`src/rtl/biquad8_coeff_loader.sv`:
```
// biquad8_coeff_loader: shadows low/high B1 coefficients and, on commit,
// walks the biquad through B1 load, cascade transfer and B2 update.
module biquad8_coeff_loader #(
  parameter int                     NBITS_COEFF  = 18,
  parameter logic [NBITS_COEFF-1:0] DEFAULT_LOW  = '0,
  parameter logic [NBITS_COEFF-1:0] DEFAULT_HIGH = '0,
  parameter int                     CNT_BITS     = 16
) (
  input  logic                   clk,
  input  logic                   rst,
  input  logic                   cfg_wr_i,
  input  logic [1:0]             cfg_adr_i,
  input  logic [NBITS_COEFF-1:0] cfg_dat_i,
  output logic                   busy_o,
  output logic                   done_o,
  output logic [CNT_BITS-1:0]    commit_count_o,
  output logic                   coeff_adr_o,
  output logic                   coeff_wr_o,
  output logic                   coeff_update_o,
  output logic [NBITS_COEFF-1:0] coeff_dat_o
);

  typedef enum logic [3:0] {
    IDLE,
    HI_LD,
    HI_LD_H,
    HI_XF,
    HI_XF_H,
    LO_LD,
    LO_LD_H,
    UPD,
    DONE
  } state_t;

  state_t                 state;
  logic                   pending;
  logic [NBITS_COEFF-1:0] sh_lo;
  logic [NBITS_COEFF-1:0] sh_hi;
  logic [NBITS_COEFF-1:0] wk_lo;
  logic [NBITS_COEFF-1:0] wk_hi;
  logic                   commit;
  logic                   start;

  assign commit = cfg_wr_i && (cfg_adr_i == 2'd2);

  // A new sequence begins from IDLE on commit, or from DONE when one is queued.
  always_comb begin
    start = 1'b0;
    if (state == IDLE)
      start = commit;
    else if (state == DONE)
      start = commit || pending;
  end

  // Shadow registers take bus writes at any time.
  always_ff @(posedge clk or posedge rst) begin
    if (rst) begin
      sh_lo <= DEFAULT_LOW;
      sh_hi <= DEFAULT_HIGH;
    end else if (cfg_wr_i) begin
      if (cfg_adr_i == 2'd0)
        sh_lo <= cfg_dat_i;
      else if (cfg_adr_i == 2'd1)
        sh_hi <= cfg_dat_i;
    end
  end

  // Sequencer: each output is registered from the state being entered.
  always_ff @(posedge clk or posedge rst) begin
    if (rst) begin
      state          <= IDLE;
      pending        <= 1'b0;
      wk_lo          <= DEFAULT_LOW;
      wk_hi          <= DEFAULT_HIGH;
      busy_o         <= 1'b0;
      done_o         <= 1'b0;
      commit_count_o <= '0;
      coeff_adr_o    <= 1'b0;
      coeff_wr_o     <= 1'b0;
      coeff_update_o <= 1'b0;
      coeff_dat_o    <= '0;
    end else begin
      coeff_wr_o     <= 1'b0;
      coeff_update_o <= 1'b0;
      done_o         <= 1'b0;
      if (commit && busy_o)
        pending <= 1'b1;
      if (start) begin
        state       <= HI_LD;
        pending     <= 1'b0;
        wk_lo       <= sh_lo;
        wk_hi       <= sh_hi;
        busy_o      <= 1'b1;
        coeff_dat_o <= sh_hi;
        coeff_adr_o <= 1'b0;
        coeff_wr_o  <= 1'b1;
      end else begin
        unique case (state)
          IDLE: state <= IDLE;
          HI_LD: state <= HI_LD_H;
          HI_LD_H: begin
            state       <= HI_XF;
            coeff_adr_o <= 1'b1;
            coeff_wr_o  <= 1'b1;
          end
          HI_XF: state <= HI_XF_H;
          HI_XF_H: begin
            state       <= LO_LD;
            coeff_adr_o <= 1'b0;
            coeff_wr_o  <= 1'b1;
            coeff_dat_o <= wk_lo;
          end
          LO_LD: state <= LO_LD_H;
          LO_LD_H: begin
            state          <= UPD;
            coeff_update_o <= 1'b1;
          end
          UPD: begin
            state          <= DONE;
            busy_o         <= 1'b0;
            done_o         <= 1'b1;
            commit_count_o <= commit_count_o + CNT_BITS'(1);
          end
          DONE: state <= IDLE;
          default: begin
            state  <= IDLE;
            busy_o <= 1'b0;
          end
        endcase
      end
    end
  end

  logic unused_wk_hi;
  assign unused_wk_hi = ^wk_hi;

endmodule
```
`config.mk`:
```
export PLATFORM = sky130hd
export DESIGN_NAME = biquad8_coeff_loader
export DESIGN_NICKNAME = d
export VERILOG_FILES = /design/src/rtl/biquad8_coeff_loader.sv
export SDC_FILE = /design/constraint.sdc
export NUM_CORES = 1
export LEC_CHECK = 0
export CORE_ASPECT_RATIO = 0.7
export CORE_MARGIN = 4
export CORE_UTILIZATION = 53
export CTS_CLUSTER_DIAMETER = 80
export DETAILED_ROUTE_END_ITERATION = 10
export PLACE_DENSITY = 0.82
export SYNTH_ARGS = -nofsm -noshare
export SYNTH_HDL_FRONTEND = slang
export SYNTH_SLANG_ARGS = --single-unit
```
`constraint.sdc`:
```
create_clock -name clk -period 4.3 [get_ports clk]
set_input_delay 0.86 -clock clk [delete_from_list [all_inputs] [get_ports clk]]
set_output_delay 0.86 -clock clk [all_outputs]
set_load 0.01 [all_outputs]
```
**The metal 1 layer**

Scale bar: 20 microns.
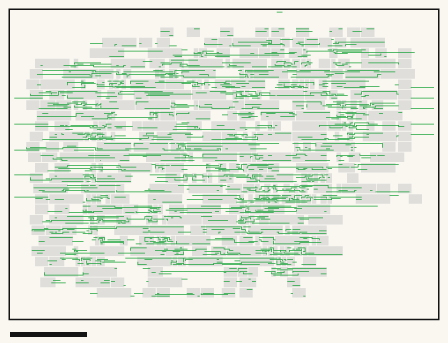
- longest straight run: 39.6 microns
- main direction: horizontal
- wire length on this layer: 3600 microns
- nets with wire on the layer: 385
- share of all routed wire: 46%
post-detailed-routing wire length: 7.896 mm
global-route met1 utilization: 0.2458

**Met2 routing**

Scale bar: 20 microns.
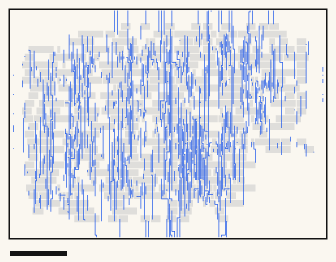
- wire length on this layer: 3880 microns
- share of all routed wire: 49%
- main direction: vertical
total vias in the final route: 2725
met2 Track Usage GR: 0.3092

**M3 wires**

Scale bar: 20 microns.
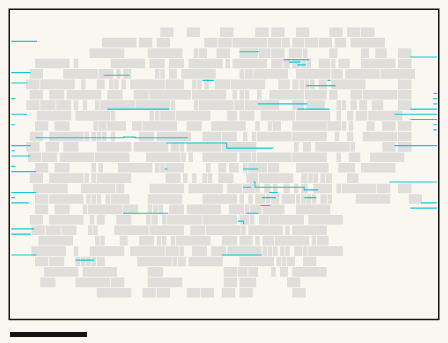
- share of all routed wire: 4.3%
- wire length on this layer: 337 microns
- main direction: horizontal

**Congestion heat map**

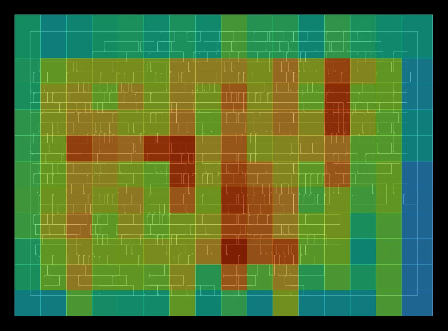
average detailed-routed wire length per instance: 15.67 microns
global route hottest layer: met2
global routing usage on met3: 0.04970
overall track demand over capacity in global routing: 0.1876

layer usage:
metal  vias to the layer above  track usage
met5                         -            0
met4                         0      0.05832
met3                        11      0.04970
met2                        76       0.3092
met1                      1373       0.2458
li1                       1265            -
cells in the final DEF (no fill, tap or decap), drive strengths merged, types with 2 or more instances in the layout:
cell	count
dfrtp	98
nand2	70
clkdlybuf4s50	61
nor2	48
mux2	36
o22ai	17
xnor2	12
clkbuf	10
a21oi	6
nand4	5
xor2	5
inv	5
nand3	4
buf	4
nor3	4
nand3b	2
o21ai	2
clkinv	2
power groups by stage:
stage	clock [mW]	combinational [mW]	sequential, mW
floorplan	0	0.585	1.43
global placement	0	0.885	1.45
detailed placement	0	0.925	1.46
CTS	0.576	0.930	1.45
global route	0.612	1.02	1.49
finish	0.563	0.919	1.45
==> report_table.html <==
<h3>Flow metrics</h3>
<table>
<tr><th>Metric</th><th>Value</th></tr>
<tr><th colspan="2">Synthesis</th></tr>
<tr><td>Total of flip-flops plus latches after synthesis</td><td>98</td></tr>
<tr><td>Multiplexer fraction of the synthesized cell area</td><td>0.1041</td></tr>
<tr><td>Count of cell types in the netlist</td><td>35</td></tr>
<tr><td>Top area contributor share</td><td>0.6144</td></tr>
<tr><td>Number of warning messages in the yosys log</td><td>0</td></tr>
<tr><td>Most numerous cell types in the synthesized netlist</td><td>dfrtp_1, nand2_1, nor2_1</td></tr>
<tr><td>Chip area in the Yosys report</td><td>3991 sq um</td></tr>
<tr><td>XOR/XNOR Area Share</td><td>0.03730</td></tr>
<tr><td>Most used DFF post-synth</td><td>dfrtp_1</td></tr>
<tr><td>Area fraction in and, or, nand and nor cells after synthesis</td><td>0.1508</td></tr>
<tr><td>Largest area contributor in the synthesized netlist</td><td>dfrtp_1</td></tr>
<tr><td>Cell area after synthesis</td><td>3991 sq um</td></tr>
<tr><td>Adder-Cell Fraction of Synth Area</td><td>0.003135</td></tr>
<tr><td>Biggest combinational cell group after synthesis</td><td>simple AND/OR/NAND/NOR gates</td></tr>
<tr><td>Seq share, synth</td><td>0.6144</td></tr>
<tr><td>Async set or reset register ratio after synthesis</td><td>1.000</td></tr>
<tr><td>Yosys Instances</td><td>342</td></tr>
<tr><td>Number of synthesized flops with an enable pin</td><td>0</td></tr>
<tr><td>Top cells by area</td><td>dfrtp_1, mux2_2, nand2_1</td></tr>
<tr><td>Net count after synthesis</td><td>366</td></tr>
<tr><td>Most repeated cell in the gate-level netlist after synthesis</td><td>dfrtp_1</td></tr>
<tr><td>Synthesized instance count</td><td>342</td></tr>
<tr><td>Yosys aoi share</td><td>0.05016</td></tr>
<tr><td>Synthesized area per cell</td><td>11.67 sq um</td></tr>
<tr><th colspan="2">Critical path</th></tr>
<tr><td>Endpoint of the worst-slack reg-to-reg timing path</td><td>coeff_dat_o[17]</td></tr>
<tr><td>CP required</td><td>4.50 ns</td></tr>
<tr><td>Worst path depth</td><td>4</td></tr>
<tr><td>Class of the most critical setup path</td><td>in -&gt; reg</td></tr>
<tr><td>Endpoint class of the critical path</td><td>flip-flop</td></tr>
<tr><td>Startpoint type of the worst setup path</td><td>input pin</td></tr>
<tr><td>Reg2reg path depth</td><td>3</td></tr>
<tr><td>Worst R2R Start</td><td>state[1]</td></tr>
<tr><td>Setup crit end</td><td>coeff_dat_o[17]</td></tr>
<tr><td>CP arrival</td><td>2.70 ns</td></tr>
<tr><td>Maximum fanout along the worst path</td><td>20</td></tr>
<tr><td>Number of buffers and inverters on the critical path</td><td>1</td></tr>
<tr><td>CP top delay family</td><td>AND-OR/OR-AND gates</td></tr>
<tr><td>Cell-by-cell listing of the critical path</td><td>clkdlybuf4s50_1 &gt; nand3b_1 &gt; a21oi_2 &gt; o21ai_0</td></tr>
<tr><td>Standard cell with the maximum stage delay on the critical path</td><td>a21oi_2</td></tr>
<tr><td>Setup slack on the worst flop-to-flop path</td><td>2.22 ns</td></tr>
<tr><td>Delay of the slowest cell on the worst path</td><td>0.84 ns</td></tr>
<tr><th colspan="2">Place</th></tr>
<tr><td>Number of cells in the design after placement</td><td>490</td></tr>
<tr><td>Cell Area, Placed</td><td>4624 sq um</td></tr>
<tr><td>Worst setup slack before clock tree synthesis</td><td>1.452 ns</td></tr>
<tr><td>PortBufs</td><td>61</td></tr>
<tr><td>Detailed-placement wirelength estimate</td><td>5.258 mm</td></tr>
<tr><td>Routability-driven placement congestion ratio</td><td>0.8015</td></tr>
<tr><th colspan="2">STA</th></tr>
<tr><td>Slack of the critical path</td><td>1.803 ns</td></tr>
<tr><td>Unrepaired setup endpoints after global routing</td><td>no</td></tr>
<tr><td>Measured slew at the worst slew-check pin</td><td>1.037 ns</td></tr>
<tr><td>Hold violation count in the final report</td><td>0</td></tr>
<tr><td>Final worst path period need</td><td>2.497 ns</td></tr>
<tr><td>Total negative slack for setup checks</td><td>0 ns</td></tr>
<tr><td>Worst hold margin</td><td>0.4687 ns</td></tr>
<tr><td>Count of final max-slew check failures</td><td>0</td></tr>
<tr><td>Worst Clk Skew</td><td>0.008588 ns</td></tr>
<tr><td>Count of endpoints failing setup in the final report</td><td>0</td></tr>
<tr><td>Share of the clock period used by the worst path after layout</td><td>0.5807</td></tr>
<tr><td>Worst rel slew slack</td><td>0.3066</td></tr>
<tr><th colspan="2">Floorplan</th></tr>
<tr><td>Cell row count</td><td>26</td></tr>
<tr><td>Horizontal die dimension</td><td>111.7 microns</td></tr>
<tr><td>Ports</td><td>62</td></tr>
<tr><td>Fp_density</td><td>0.5453</td></tr>
<tr><td>Core region area</td><td>7320 sq um</td></tr>
<tr><td>Die height</td><td>80.61 microns</td></tr>
<tr><td>Tap cell instance count</td><td>98</td></tr>
<tr><th colspan="2">Worst hold path</th></tr>
<tr><td>Hold Crit Endpoint</td><td>wk_lo[9]</td></tr>
<tr><td>Hold depth</td><td>2</td></tr>
<tr><td>Min-Delay Path Class</td><td>reg -&gt; reg</td></tr>
<tr><th colspan="2">Power and ir drop</th></tr>
<tr><td>Switching share of power</td><td>0.3305</td></tr>
<tr><td>Fraction of power consumed by combinational cells</td><td>0.313</td></tr>
<tr><td>Net switching power of the design</td><td>0.9700 mW</td></tr>
<tr><td>Static leakage</td><td>2.198 nW</td></tr>
<tr><td>Total power per unit cell area</td><td>610.5 nW/um^2</td></tr>
<tr><td>Proportion of power drawn by the clock network</td><td>0.192</td></tr>
<tr><td>Sequential power share</td><td>0.495</td></tr>
<tr><td>Internal power</td><td>1.965 mW</td></tr>
<tr><th colspan="2">Cells and area</th></tr>
<tr><td>Inverter count of the layout excluding clock inverters</td><td>5</td></tr>
<tr><td>Comb gates</td><td>224</td></tr>
<tr><td>Total number of nets in the final design</td><td>427</td></tr>
<tr><td>Antenna diode count</td><td>0</td></tr>
<tr><td>Number of standard cells in the final layout excluding fillers</td><td>504</td></tr>
<tr><td>Fraction of layout instances using a drive strength above 1</td><td>0.1478</td></tr>
<tr><td>Multi-input gate area in the final layout</td><td>1388 sq um</td></tr>
<tr><td>Leading cell category by total area</td><td>registers</td></tr>
<tr><td>Layout clock buffers</td><td>10</td></tr>
<tr><td>Multi-input gate share of the layout cell area</td><td>0.2887</td></tr>
<tr><td>Filler cell count in the final layout</td><td>572</td></tr>
<tr><td>Area growth, synth to finish</td><td>20.44%</td></tr>
<tr><td>Design area</td><td>4807 sq um</td></tr>
<tr><td>Fraction of standard cell area that is sequential</td><td>0.5102</td></tr>
<tr><td>Sequential cell area</td><td>2452 sq um</td></tr>
<tr><td>Share of the core filled with cells in the final layout</td><td>0.6568</td></tr>
<tr><td>Non-clock buffer share of cell area</td><td>0.1333</td></tr>
<tr><th colspan="2">Clock network</th></tr>
<tr><td>Maximum buffer depth of the clock tree</td><td>2</td></tr>
<tr><td>Clk slew on worst S/H paths</td><td>0.09 ns</td></tr>
<tr><td>Root Buffer</td><td>clkbuf_8</td></tr>
<tr><td>Num CTS Buffers</td><td>9</td></tr>
<tr><td>Number of sinks driven by the clock tree</td><td>98</td></tr>
<tr><td>Clock tree from TritonCTS</td><td>yes</td></tr>
<tr><td>Clock network latency to the later pin of the worst-skew pair</td><td>0.35 ns</td></tr>
<tr><td>Quantity of gates resized following cts</td><td>0</td></tr>
<tr><td>Hold Buf Count CTS</td><td>0</td></tr>
<tr><td>Buffer count from post-CTS setup fixing</td><td>0</td></tr>
<tr><th colspan="2">Global routing</th></tr>
<tr><td>Maximum number of pins on one net before global-route repair</td><td>41</td></tr>
<tr><td>Number of global-route vias before repair</td><td>2760</td></tr>
<tr><td>Number of antenna violations at the first check in global routing</td><td>0</td></tr>
<tr><td>Grt ovf</td><td>0</td></tr>
<tr><td>Global-route wire length before repair</td><td>13.25 mm</td></tr>
<tr><th colspan="2">Drt</th></tr>
<tr><td>Uppermost metal layer occupied by signal nets</td><td>met4</td></tr>
<tr><td>Sum of met3 wire segment lengths after detailed routing</td><td>336 microns</td></tr>
<tr><td>Residual antenna-violating net count after detailed routing</td><td>0</td></tr>
<tr><td>Drt drc</td><td>0</td></tr>
<tr><td>Met2 wire length</td><td>3.883 mm</td></tr>
<tr><td>Initial DRC count</td><td>142</td></tr>
<tr><th colspan="2">Status</th></tr>
<tr><td>Result of the run</td><td>finished, final reports clean</td></tr>
<tr><th colspan="2">Job</th></tr>
<tr><td>Max-Cap Viols</td><td>0</td></tr>
</table>
Power and IR drop assume default switching activity.
